<file path="src/rtl/seg7_pkg.sv">
// Shared types and the hex-to-segment table for the 7-segment scan driver.
// Segment order is {g,f,e,d,c,b,a}, active high.
package seg7_pkg;

  typedef enum logic {BLANK = 1'b0, SHOW = 1'b1} scan_state_e;

  localparam logic [6:0] SEG_DARK = 7'b0000000;

  function automatic logic [6:0] seg7_decode(input logic [3:0] hex);
    logic [6:0] seg;
    seg = SEG_DARK;
    case (hex)
      4'h0: seg = 7'b0111111;
      4'h1: seg = 7'b0000110;
      4'h2: seg = 7'b1011011;
      4'h3: seg = 7'b1001111;
      4'h4: seg = 7'b1100110;
      4'h5: seg = 7'b1101101;
      4'h6: seg = 7'b1111101;
      4'h7: seg = 7'b0000111;
      4'h8: seg = 7'b1111111;
      4'h9: seg = 7'b1101111;
      4'hA: seg = 7'b1110111;
      4'hB: seg = 7'b1111100;
      4'hC: seg = 7'b0111001;
      4'hD: seg = 7'b1011110;
      4'hE: seg = 7'b1111001;
      4'hF: seg = 7'b1110001;
    endcase
    return seg;
  endfunction

endpackage

</file>
<file path="src/rtl/seg7_scan_timer.sv">
// Scan sequencer: BLANK/SHOW phase counter and digit index, frozen while ena=0.
// Exposes next-state values so the caller can register outputs on the same edge.
module seg7_scan_timer
  import seg7_pkg::*;
#(
  parameter int NUM_DIGITS   = 4,
  parameter int DWELL_CYCLES = 1000,
  parameter int BLANK_CYCLES = 16,
  localparam int IW = (NUM_DIGITS > 1) ? $clog2(NUM_DIGITS) : 1
) (
  input  logic          clk,
  input  logic          rst_n,
  input  logic          ena,
  output scan_state_e   state_nxt,
  output logic [IW-1:0] idx_nxt,
  output logic          phase_done,
  output logic          commit_stb
);

  localparam int MAXC = (DWELL_CYCLES > BLANK_CYCLES) ? DWELL_CYCLES : BLANK_CYCLES;
  localparam int CW = $clog2(MAXC + 1);
  localparam logic [CW-1:0] DWELL_LAST = CW'(DWELL_CYCLES - 1);
  localparam logic [CW-1:0] BLANK_LAST = CW'((BLANK_CYCLES > 0) ? BLANK_CYCLES - 1 : 0);
  localparam logic [IW-1:0] IDX_LAST = IW'(NUM_DIGITS - 1);
  // With no blanking gap, SHOW chains straight into the next digit's SHOW.
  localparam scan_state_e AFTER_SHOW = (BLANK_CYCLES > 0) ? BLANK : SHOW;

  scan_state_e   state;
  logic [IW-1:0] idx;
  logic [CW-1:0] cnt, cnt_nxt;

  always_ff @(posedge clk or negedge rst_n) begin
    if (!rst_n) begin
      state <= BLANK;
      idx   <= '0;
      cnt   <= '0;
    end else begin
      state <= state_nxt;
      idx   <= idx_nxt;
      cnt   <= cnt_nxt;
    end
  end

  always_comb begin
    state_nxt  = state;
    idx_nxt    = idx;
    cnt_nxt    = cnt;
    phase_done = 1'b0;
    commit_stb = 1'b0;
    if (ena) begin
      phase_done = (cnt == ((state == SHOW) ? DWELL_LAST : BLANK_LAST));
      if (!phase_done) begin
        cnt_nxt = cnt + 1'b1;
      end else begin
        cnt_nxt = '0;
        if (state == BLANK) begin
          state_nxt = SHOW;
        end else begin
          state_nxt = AFTER_SHOW;
          idx_nxt   = (idx == IDX_LAST) ? '0 : idx + 1'b1;
        end
      end
      // Last cycle before SHOW(0) is entered: the frame boundary.
      commit_stb = phase_done && (state_nxt == SHOW) && (idx_nxt == '0);
    end
  end

endmodule

</file>
<file path="src/rtl/seg7_scan_mux.sv">
// Multiplexed N-digit 7-seg driver; new words take effect at the next frame boundary.
// One-deep staging register: in_ready stays low from accept until the frame commit.
module seg7_scan_mux
  import seg7_pkg::*;
#(
  parameter int NUM_DIGITS   = 4,
  parameter int DWELL_CYCLES = 1000,
  parameter int BLANK_CYCLES = 16,
  parameter int LZ_BLANK     = 1
) (
  input  logic                    clk,
  input  logic                    rst_n,
  input  logic                    ena,
  input  logic                    in_valid,
  output logic                    in_ready,
  input  logic [4*NUM_DIGITS-1:0] in_digits,
  input  logic [NUM_DIGITS-1:0]   in_dp,
  output logic [6:0]              seg_out,
  output logic                    dp_out,
  output logic [NUM_DIGITS-1:0]   digit_sel,
  output logic                    frame_start
);

  localparam int IW = (NUM_DIGITS > 1) ? $clog2(NUM_DIGITS) : 1;

  scan_state_e   state_nxt;
  logic [IW-1:0] idx_nxt;
  logic          phase_done, commit_stb;

  seg7_scan_timer #(
    .NUM_DIGITS  (NUM_DIGITS),
    .DWELL_CYCLES(DWELL_CYCLES),
    .BLANK_CYCLES(BLANK_CYCLES)
  ) u_timer (
    .clk       (clk),
    .rst_n     (rst_n),
    .ena       (ena),
    .state_nxt (state_nxt),
    .idx_nxt   (idx_nxt),
    .phase_done(phase_done),
    .commit_stb(commit_stb)
  );

  logic                    stg_full;
  logic [4*NUM_DIGITS-1:0] stg_dig, disp_dig, disp_dig_nxt;
  logic [NUM_DIGITS-1:0]   stg_dp, disp_dp, disp_dp_nxt;
  logic                    accept, commit;

  assign in_ready = !stg_full;
  assign accept   = in_valid && !stg_full;
  assign commit   = commit_stb && stg_full;

  always_ff @(posedge clk or negedge rst_n) begin
    if (!rst_n) begin
      stg_full <= 1'b0;
      stg_dig  <= '0;
      stg_dp   <= '0;
      disp_dig <= '0;
      disp_dp  <= '0;
    end else begin
      if (commit) begin
        stg_full <= 1'b0;
        disp_dig <= stg_dig;
        disp_dp  <= stg_dp;
      end else if (accept) begin
        stg_full <= 1'b1;
        stg_dig  <= in_digits;
        stg_dp   <= in_dp;
      end
    end
  end

  // Outputs load on the commit edge too, so decode from the post-commit word.
  assign disp_dig_nxt = commit ? stg_dig : disp_dig;
  assign disp_dp_nxt  = commit ? stg_dp  : disp_dp;

  logic [NUM_DIGITS-1:0] lz_blank;
  logic                  nz_above;

  always_comb begin
    lz_blank = '0;
    nz_above = 1'b0;
    for (int i = NUM_DIGITS - 1; i >= 1; i--) begin
      nz_above    = nz_above || (disp_dig_nxt[4*i +: 4] != 4'h0);
      lz_blank[i] = (LZ_BLANK != 0) && !nz_above;
    end
  end

  logic [NUM_DIGITS-1:0] sel_nxt;
  logic [6:0]            seg_nxt;
  logic                  dp_nxt;

  always_comb begin
    sel_nxt = '0;
    seg_nxt = SEG_DARK;
    dp_nxt  = 1'b0;
    if (ena && (state_nxt == SHOW)) begin
      sel_nxt[idx_nxt] = 1'b1;
      seg_nxt = lz_blank[idx_nxt] ? SEG_DARK : seg7_decode(disp_dig_nxt[4*idx_nxt +: 4]);
      dp_nxt  = disp_dp_nxt[idx_nxt];
    end
  end

  always_ff @(posedge clk or negedge rst_n) begin
    if (!rst_n) begin
      digit_sel   <= '0;
      seg_out     <= SEG_DARK;
      dp_out      <= 1'b0;
      frame_start <= 1'b0;
    end else begin
      digit_sel   <= sel_nxt;
      seg_out     <= seg_nxt;
      dp_out      <= dp_nxt;
      frame_start <= phase_done && (state_nxt == SHOW) && (idx_nxt == '0);
    end
  end

endmodule
</file>
<file path="config.mk">
export PLATFORM = sky130hd
export DESIGN_NAME = seg7_scan_mux
export DESIGN_NICKNAME = d
export VERILOG_FILES = /design/src/rtl/seg7_pkg.sv /design/src/rtl/seg7_scan_timer.sv /design/src/rtl/seg7_scan_mux.sv
export SDC_FILE = /design/constraint.sdc
export NUM_CORES = 1
export LEC_CHECK = 0
export ABC_AREA = 1
export CAP_MARGIN = 30
export CORE_MARGIN = 2
export CORE_UTILIZATION = 60
export DETAILED_ROUTE_END_ITERATION = 12
export PLACE_DENSITY = 0.81
export SLEW_MARGIN = 20
export SYNTH_ARGS = -nofsm -noshare
export SYNTH_HDL_FRONTEND = slang
export SYNTH_SLANG_ARGS = --single-unit
</file>
<file path="constraint.sdc">
create_clock -name clk -period 7 [get_ports clk]
set_input_delay 1.4 -clock clk [delete_from_list [all_inputs] [get_ports clk]]
set_output_delay 1.4 -clock clk [all_outputs]
set_load 0.01 [all_outputs]
</file>
**Run 1: cell outlines without signal wires**

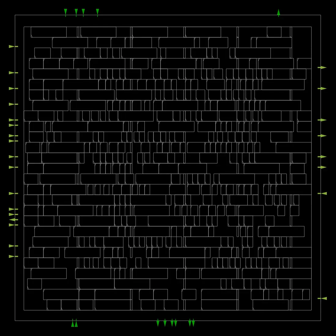
CORE AREA: 5470 sq um
Final Core Density: 0.730

**Run 1: cell sizes after repair**

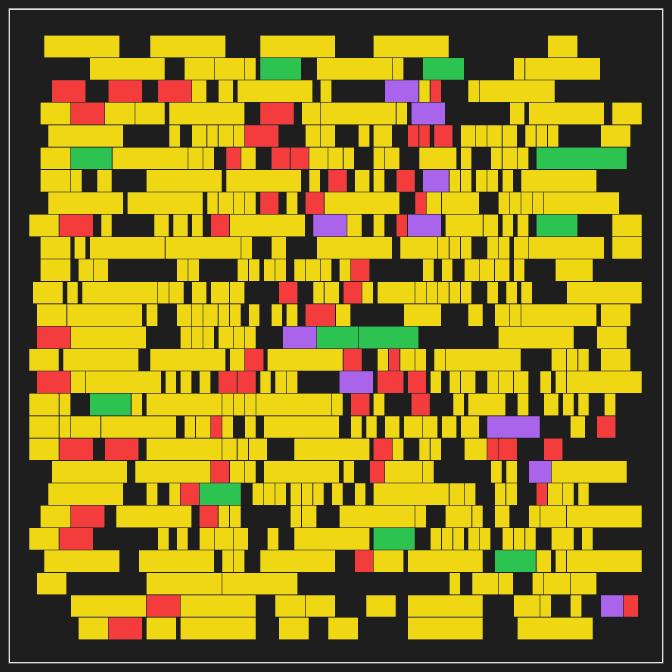
- x6 and larger: green (cells 11)
- x2: red (cells 55)
- x1 and smaller: yellow (cells 361)
- x3 and x4: purple (cells 10)

**Run 1: clock network drawn from the DEF**

Scale bar: 20 microns.
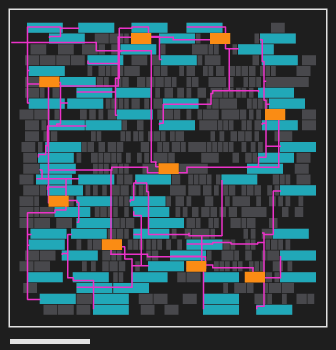
- flip-flops: cyan (count 67)
- clock wires: magenta (length 859 microns)
- clock-net drivers: orange (count 9)
- routed clock nets: 10
- flops lie: spread over the die

**Run 1: signal metal coverage by tile**

16 x 16 tiles, from dark blue (low) to red (high), scaled to the fullest tile. Values are wire area over tile area, all layers added.
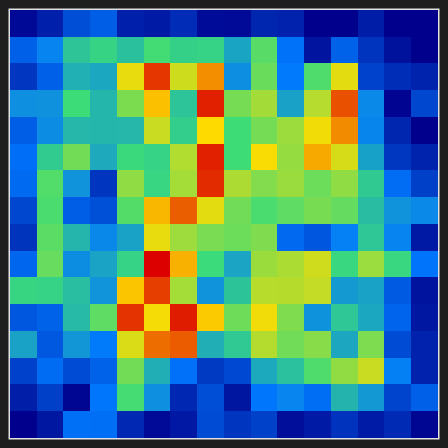
- nearly empty tiles: 4.3%
- densest ninth of the die: middle
- mean over tiles: 0.17
- tiles over half the peak: 35%
- fullest tile: 0.43

==> results.cfg, run 1 <==
; yosys + openroad results
[outcome]
status = completed

[die]
dieArea_sq_um = 6280
fp_util = 0.620
fp.dieH_microns = 79.2
ios = 38
row_count = 27

[logic_synthesis]
area_leaders = dfrtp_1 49%, nand2_1 9.2%, nand3_1 6.0%
ys_async_sr_fraction = 1.00
ys_area_sq_um = 3400
netlist.area_leader.share = 0.494
yosysUniqueCellTypes = 29
top_area_cell = dfrtp_1
ys_seq_share = 0.494
postSynthAreaPerCell_sq_um = 8.66
top_cells_by_count = 83 x nand2_1, 67 x dfrtp_1, 43 x inv_1, 43 x nor2_1, 41 x nand3_1
ys_cells = 392

[routing]
first_pass_iters = 6
via_per_inst = 5.13
drtIter0Drc = 117
drt_wl_total_mm = 6.51
wl_per_cell_microns = 12.8
vias = 2611

[finish]
syn2layout_area_growth_pct = 17.6

[min_path]
worstHoldStart = disp_dig[3]
worstHoldPathType = reg -> reg
min_path_cells = 2

[setup_path]
cp_cell_sequence = clkdlybuf4s50_1, nand2_1, nor2_8, nand2_2, inv_2, nand2_1, nand2_2, nand2_1, nand2_1, nor2_4, inv_1, ha_1, inv_1, nand2_1, nand3_1, nand2_1, nor2_1
r2r_cells = 24
rrSetupSlack_ns = 3.52
cpLargestDelayFamily = simple AND/OR/NAND/NOR gates
path_common_cell = nand2_1
cp_max_fo = 22

[run]
cap_violations = 0

[clock_network]
clockBufferDepth = 2
cts_resized = 0
cts-hold-fix-buffers = 0

[global_route]
gr-total-overflow = 0
grt_max_degree = 68

[placement]
place_congestion = 0.910
place_hpwl_mm = 4.68

[power]
power_density_nw_per_um2 = 304
vdd_drop_max_uv = 173
p_leak_nw = 2.15
clockPowerShare = 0.250
power_switching_share = 0.355

[sta]
tns_ns = 0
final-hold-violation-count = 0
setup_violations = 0
skew_ns = 0.00738
run 1: through the flow:
step	std cells	hold slack (ns)	setup slack, ns	area, sq um	total power, mW
after floorplan	392	0.437	3.89	3400	0.785
after detailed placement	495	0.473	2.81	3810	0.918
after global placement	495	0.455	2.94	3810	0.904
after global routing	509	0.513	2.85	3990	1.30
final	509	0.491	3.14	3990	1.21
after CTS	509	0.488	3.17	3990	1.23
run 1: how the worst max path moves through the flow:
stage	from	end	slack [ns]	cells after the start
after floorplan	ena	seg_out[3]	3.89	16
after CTS	ena	seg_out[3]	3.17	17
final	ena	seg_out[3]	3.14	17
after global placement	ena	seg_out[3]	2.94	17
after global routing	ena	seg_out[0]	2.85	17
after detailed placement	ena	seg_out[3]	2.81	17
run 1: logic make-up after synthesis:
| kind of cell | Yosys count | share of synthesized area |
|---|---|---|
| compound gates | 24 | 0.0380 |
| xor+xnor | 6 | 0.0155 |
| fa+ha+maj | 9 | 0.0332 |
| buf+inv | 59 | 0.0707 |
| flops | 67 | 0.494 |
| mux | 15 | 0.0497 |
| simple gates | 212 | 0.299 |
run 1: per-layer routing:
layer / GRT usage / part of all wire / vias up
met5: 0 / 0 / -
met4: 0.0810 / 0.016 / 0
met3: 0.0909 / 0.051 / 12
met2: 0.382 / 0.49 / 59
met1: 0.272 / 0.44 / 1226
li1: - / - / 1314
run 1: cells in the final DEF (no fill, tap or decap):
cell	Yosys	layout
a21boi_1	1	1
a21oi_1	9	9
a21oi_2	1	1
and2_1	4	4
buf_2	0	1
buf_4	3	1
bufinv_16	0	1
clkbuf_8	0	9
clkdlybuf4s50_1	0	36
clkinv_2	0	2
clkinv_4	0	1
clkinvlp_4	0	1
dfrtp_1	67	67
ha_1	9	9
inv_1	43	43
inv_2	9	9
mux2_2	15	15
nand2_1	83	83
nand2_2	19	19
nand2_4	1	1
nand3_1	41	41
nand3_2	1	1
nand3_4	1	1
nand4_1	2	2
nor2_1	43	43
nor2_2	2	2
nor2_4	5	5
nor2_8	1	1
nor3_1	3	3
nor3b_1	1	1
o21ai_0	11	11
o22ai_1	2	2
or2_2	5	5
xor2_1	6	6
run 1: worst min-delay path, cell delays in order, from the launching register on:
cell and delay (ns):
dfrtp_1 0.33, nand2_1 0.07, nand2_1 0.06
run 1: power groups by stage:
stage | Clock [mW] | Sequential, mW | Combinational (mW)
floorplan | 0 | 0.508 | 0.277
global placement | 0 | 0.504 | 0.400
detailed placement | 0 | 0.506 | 0.412
CTS | 0.313 | 0.500 | 0.413
global route | 0.330 | 0.508 | 0.465
finish | 0.304 | 0.499 | 0.411
run 1: flip-flops by register name (all words and copies together) (netlist names):
signal and cells:
disp_dig 16, stg_dig 16, u_timer.cnt 10, seg_out 7, digit_sel 4, disp_dp 4
stg_dp 4, u_timer.idx 2, dp_out 1, frame_start 1, stg_full 1, u_timer.state 1
run 1: area by class of cell:
cell class | instances | area, sq um
inverters | 52 | 195
clock buffers | 9 | 124
flip-flops and latches | 67 | 1680
clock inverters | 5 | 56.3
multi-input cells | 266 | 1480
well taps | 72 | 90.1
repair buffers | 38 | 373
fillers | 452 | 1480
**Run 1: where the registers sit**

Scale bar: 20 microns. Other sequential cells in the stronger gray, the rest of the logic in the fainter gray.
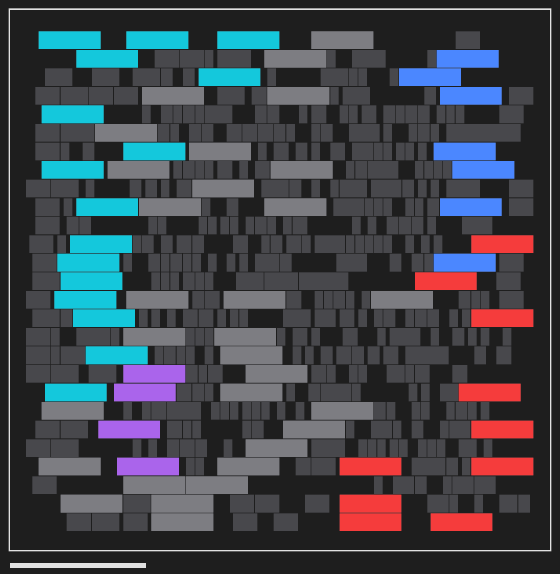

==> run 2: changes to the inputs <==
Settings changed: CORE_UTILIZATION 60 to 56, PLACE_DENSITY 0.81 to 0.76.
Clock period 7 ns to 3.9 ns, I/O delays scaled along.
**Run 2: where the registers sit**

Scale bar: 20 microns. Other sequential cells in the stronger gray, the rest of the logic in the fainter gray.
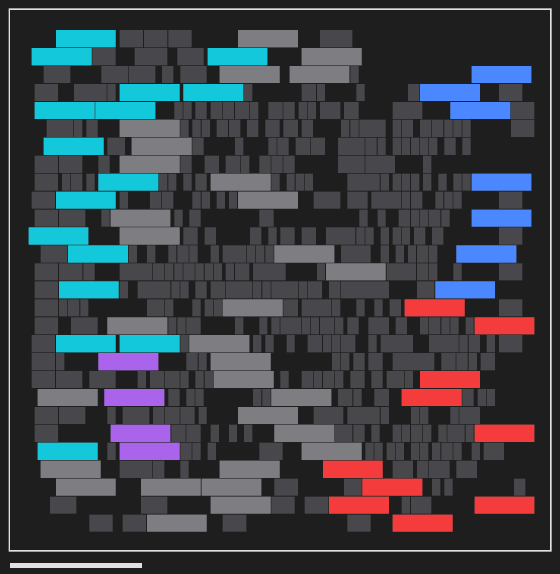
- disp_dp: purple (placed flops 4; where bottom left)
- seg_out: blue (placed flops 7)
- stg_dig: cyan (placed flops 16)
- u_timer.cnt: red (placed flops 10; where bottom right)
- not colored: 30

**Run 2: clock network drawn from the DEF**

Scale bar: 20 microns.
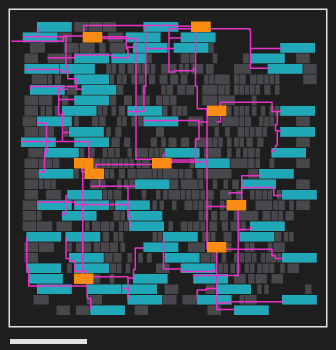
- clock-net drivers: orange (count 9)
- clock wires: magenta (length 875 microns)
- flip-flops: cyan (count 67)
- routed clock nets: 10
- flops lie: spread over the die

==> run 2 against run 1 <==
Design area grew 0.44%. Total power grew 79%. Combinational power grew about 80%. Critical path type is now reg -> reg. Largest cell class unchanged. Highest routed layer unchanged.
==> results.cfg, run 2 <==
; yosys + openroad results
[finish]
syn2layout_area_growth_pct = 18.1
mostFrequentLayoutCells = 83 x nand2_1, 67 x dfrtp_1, 43 x nor2_1, 43 x inv_1, 41 x nand3_1
postLayoutCoreUtil = 0.682
final_area_sq_um = 4010
fin_cells = 515
layout_top_cell_excl_fill_tap = nand2_1

[logic_synthesis]
netlist.area_leader.share = 0.494
ys_sh_mux = 0.0497
ys_sh_simple = 0.299
adder_share = 0.0332
ys_cells = 392
top_cells_by_count = 83 x nand2_1, 67 x dfrtp_1, 43 x inv_1, 43 x nor2_1, 41 x nand3_1
top_area_cell = dfrtp_1
ys_seq_share = 0.494
compound_area_frac = 0.0380
ys_area_sq_um = 3400
logic_family = simple AND/OR/NAND/NOR gates
postSynthAreaPerCell_sq_um = 8.66
yosysUniqueCellTypes = 29
ys_sh_xor = 0.0155

[setup_path]
r2r_cells = 24
rrSetupSlack_ns = 0.54

[sta]
setup_violations = 0
final-hold-violation-count = 0
tns_ns = 0

[outcome]
status = completed

[min_path]
worstHoldPathType = in -> async

[routing]
vias = 2625
drtIter0Drc = 98
drt_wl_total_mm = 6.55
wl_per_cell_microns = 12.7

[clock_network]
cts-hold-fix-buffers = 0
cts_resized = 0
clockBufferDepth = 2

[die]
fp_util = 0.577
core_area_sq_um = 5890
ios = 38
fp.dieH_microns = 81.9
dieArea_sq_um = 6700
row_count = 28

[global_route]
grt_max_degree = 45
gr-total-overflow = 0

[power]
power_mw = 2.18
power_density_nw_per_um2 = 543
clockPowerShare = 0.249
p_leak_nw = 2.15
vdd_drop_max_uv = 339

[placement]
place_area_sq_um = 3820
place_congestion = 0.890

[run]
cap_violations = 0
-- run 2: netlist changes by cell type in the layout (fill, tap and decap cells not counted) --
cell and delta:
clkinvlp_4 +2, buf_4 +1, inv_6 +2, clkbuf_8 +1, bufinv_16 -1, clkinv_2 -2
-- run 2: per-stage QoR --
stage	hold WS [ns]	setup slack (ns)
2_1_floorplan	0.437	1.27
3_3_place_gp	0.453	0.689
6_report	0.407	0.542
3_5_place_dp	0.475	0.581
5_1_grt	0.435	0.133
4_1_cts	0.412	0.560
-- run 2: power groups by stage --
stage / Sequential [mW] / Combinational [mW] / Clock, mW
floorplan: 0.912 / 0.497 / 0
global placement: 0.905 / 0.726 / 0
detailed placement: 0.912 / 0.742 / 0
CTS: 0.897 / 0.746 / 0.555
global route: 0.913 / 0.844 / 0.590
finish: 0.895 / 0.740 / 0.541
-- run 2: kinds of logic (layout without fill, tap and decap cells) --
logic type,Yosys count,after routing
buffers and inverters,59,107
AND/OR/NAND/NOR,212,212
AND-OR/OR-AND,24,24
adder cells (fa/ha/maj),9,9
flip-flops,67,67
multiplexers,15,15
XOR/XNOR,6,6
-- run 2: worst max-delay path: stages (launching register included) --
cell,delay [ns]
dfrtp_1,0.38
ha_1,0.17
nand2_1,0.08
nor2_2,0.18
nand3_4,0.15
inv_1,0.08
ha_1,0.14
nand2_1,0.06
inv_1,0.06
nand2_2,0.06
nor2_4,0.29
nand2_2,0.36
inv_2,0.21
nand2_1,0.11
nand2_2,0.07
nand2_1,0.06
nand2_2,0.09
nor2_4,0.06
inv_1,0.10
ha_1,0.22
inv_1,0.07
nand2_1,0.07
nand3_1,0.08
nand2_1,0.07
nor2_1,0.04
-- run 2: cell type report --
type / count / area (sq um) / share of cell area
Sequential cell: 67 / 1680 / 0.418
Multi-Input combinational cell: 266 / 1480 / 0.369
Timing Repair Buffer: 39 / 380 / 0.0948
Inverter: 52 / 195 / 0.0487
Clock buffer: 10 / 138 / 0.0343
Tap cell: 75 / 93.8 / 0.0234
Clock inverter: 6 / 48.8 / 0.0122
-- run 2: layer usage --
layer	wire length, microns	part of all wire	global-route usage
met1	3050	0.46	0.291
met2	3090	0.47	0.363
met3	264	0.040	0.0538
met4	148	0.023	0.0983
met5	0	0	0
-- run 2: worst max-delay path by stage --
stage | depth (start not counted) | end | slack (ns) | startpoint
global placement | 17 | seg_out[3] | 0.69 | ena
CTS | 23 | seg_out[3] | 0.56 | u_timer.cnt[1]
global route | 23 | seg_out[3] | 0.13 | u_timer.cnt[1]
finish | 24 | seg_out[3] | 0.54 | u_timer.cnt[1]
detailed placement | 24 | seg_out[3] | 0.58 | u_timer.cnt[1]
floorplan | 24 | seg_out[3] | 1.27 | u_timer.cnt[1]
**Run 2: cell outlines without signal wires**

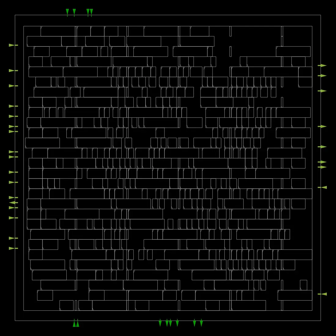

==> run 3: changes to the inputs <==
Settings changed: CORE_UTILIZATION 56 to 58, CTS_BUF_LIST set to sky130_fd_sc_hd__clkbuf_8, PLACE_DENSITY 0.76 to 0.79.
**Run 3: cell outlines without signal wires**

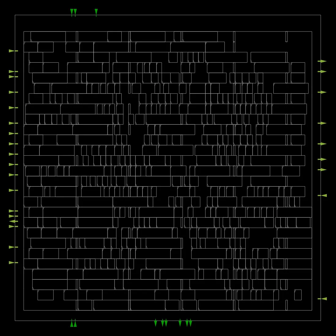
Final Core Density: 0.722
Seq area share: 0.417

**Run 3: cell sizes after repair**

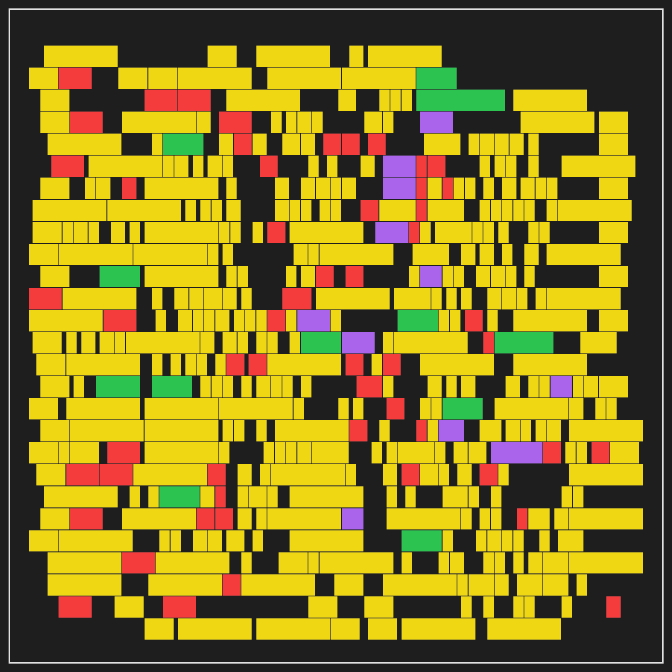
- x1 and smaller: yellow (cells 364)
- x6 and larger: green (cells 12)
- x2: red (cells 54)
- x3 and x4: purple (cells 11)

==> run 3 against run 2 <==
Clock power about the same. Synthesized cell count unchanged. Critical path type unchanged. Largest power group unchanged. Critical path depth down 1. Maximum frequency down 0.43%. Cell count down 0.39%. Hold slack better by 0.083 ns.
==> results.cfg, run 3 <==
; yosys + openroad results
[global_route]
grt_max_degree = 38
grt_first_pass_wirelength_mm = 11.0
gr-total-overflow = 0
antenna_found_initial = 0

[logic_synthesis]
ys_area_sq_um = 3400
ys_cells = 392
top_cells_by_count = 83 x nand2_1, 67 x dfrtp_1, 43 x inv_1, 43 x nor2_1, 41 x nand3_1
yosys_most_used_dff = dfrtp_1
top_area_cell = dfrtp_1
ys_async_sr_fraction = 1.00
yosysWarningCount = 0
postSynthAreaPerCell_sq_um = 8.66
edf_count = 0
yosysUniqueCellTypes = 29
netlist.area_leader.share = 0.494
ys_seq_share = 0.494
area_leaders = dfrtp_1 49%, nand2_1 9.2%, nand3_1 6.0%

[placement]
io_buffers = 37
place_congestion = 0.916
place_area_sq_um = 3820
place_hpwl_mm = 4.78
dp.cells = 496

[power]
p_leak_nw = 2.18
power_density_nw_per_um2 = 542
vdd_drop_max_uv = 283
power_mw = 2.18

[sta]
tns_ns = 0
setup_violations = 0
period_used_share = 0.865
skew_ns = 0.0135
final-hold-violation-count = 0

[finish]
layout_top_cell_excl_fill_tap = nand2_1
syn2layout_area_growth_pct = 18.5
final_area_sq_um = 4020
largest_registers = disp_dig x16, stg_dig x16, u_timer.cnt x10
fin_cells = 513
mostFrequentLayoutCells = 83 x nand2_1, 67 x dfrtp_1, 46 x inv_1

[die]
core_area_sq_um = 5570
fp_util = 0.609
ios = 38
row_count = 27
fp.dieH_microns = 80.5

[clock_network]
clockBufferDepth = 2
numClockSinks = 67
cts_resized = 0
cts-hold-fix-buffers = 0

[routing]
drt_wl_total_mm = 6.36
first_pass_iters = 4
vias = 2615
via_per_inst = 5.10
drtIter0Drc = 111
wl_per_cell_microns = 12.4

[setup_path]
path_class = reg -> reg

[outcome]
status = completed

[min_path]
worstHoldPathType = reg -> reg

[run]
cap_violations = 0
==> run 3: netlist changes by cell type in the layout (fill, tap and decap cells not counted) <==
cell	delta
buf_8	+1
bufinv_16	+1
clkbuf_8	-1
clkinv_2	+1
clkinvlp_4	-2
inv_1	+3
inv_6	-2
==> run 3: worst paths after layout <==
check	startpoint	endpoint	slack (ns)	depth (start not counted)
worst max-delay path	u_timer.cnt[1]	seg_out[3]	0.53	23
min in group asynchronous	rst_n	u_timer.cnt[5]	0.51	1
worst max register to register	u_timer.cnt[1]	seg_out[3]	0.53	23
worst min register to register	disp_dig[0]	disp_dig[0]	0.49	2
worst min-delay path	disp_dig[0]	disp_dig[0]	0.49	2
max in group asynchronous	rst_n	stg_dig[6]	2.50	2
==> run 3: per-stage QoR <==
step / setup WS (ns) / hold WS (ns)
after floorplan: 1.27 / 0.437
after global placement: 0.706 / 0.455
after detailed placement: 0.571 / 0.468
after CTS: 0.564 / 0.486
after global routing: 0.135 / 0.515
final: 0.527 / 0.490
==> run 3: power by group <==
group | switching, mW | internal, mW
Clock | 0.253 | 0.288
Sequential | 0.0809 | 0.816
Combinational | 0.437 | 0.306
==> run 3: cell families (layout without fill, tap and decap cells) <==
family | after synthesis | in the layout | share of synthesized area
AND/OR/NAND/NOR | 212 | 212 | 0.299
multiplexers | 15 | 15 | 0.0497
adder cells (fa/ha/maj) | 9 | 9 | 0.0332
AND-OR/OR-AND | 24 | 24 | 0.0380
XOR/XNOR | 6 | 6 | 0.0155
flip-flops | 67 | 67 | 0.494
buffers and inverters | 59 | 108 | 0.0707
==> run 3: layout make-up <==
type,count,area (sq um)
Fill cell,452,1550
Clock inverter,7,62.6
Sequential cell,67,1680
Multi-Input combinational cell,266,1480
Inverter,52,195
Timing Repair Buffer,40,395
Clock buffer,9,124
Tap cell,72,90.1
==> run 3: routing by layer <==
metal,wire length [microns],vias to the layer above,share of wire,GRT usage
li1,-,1327,-,-
met1,2950,1204,0.46,0.293
met2,2930,67,0.46,0.347
met3,289,17,0.045,0.0483
met4,193,0,0.030,0.129
met5,0,-,0,0
==> run 3: worst max-delay path, cell delays in order (launching register included) <==
cell	delay, ns
dfrtp_1	0.38
ha_1	0.19
nand2_1	0.08
nor2_2	0.18
nand3_4	0.15
inv_1	0.09
ha_1	0.15
nand2_1	0.06
inv_1	0.06
nand2_2	0.06
nor2_4	0.28
nand2_2	0.35
nand2_1	0.19
nand2_2	0.08
nand2_1	0.06
nand2_1	0.09
nor2_4	0.16
inv_1	0.10
ha_1	0.25
inv_1	0.08
nand2_1	0.05
nand3_1	0.08
nand2_1	0.05
nor2_1	0.07
Power figures rest on the tool's default switching activity, not on a simulated workload.
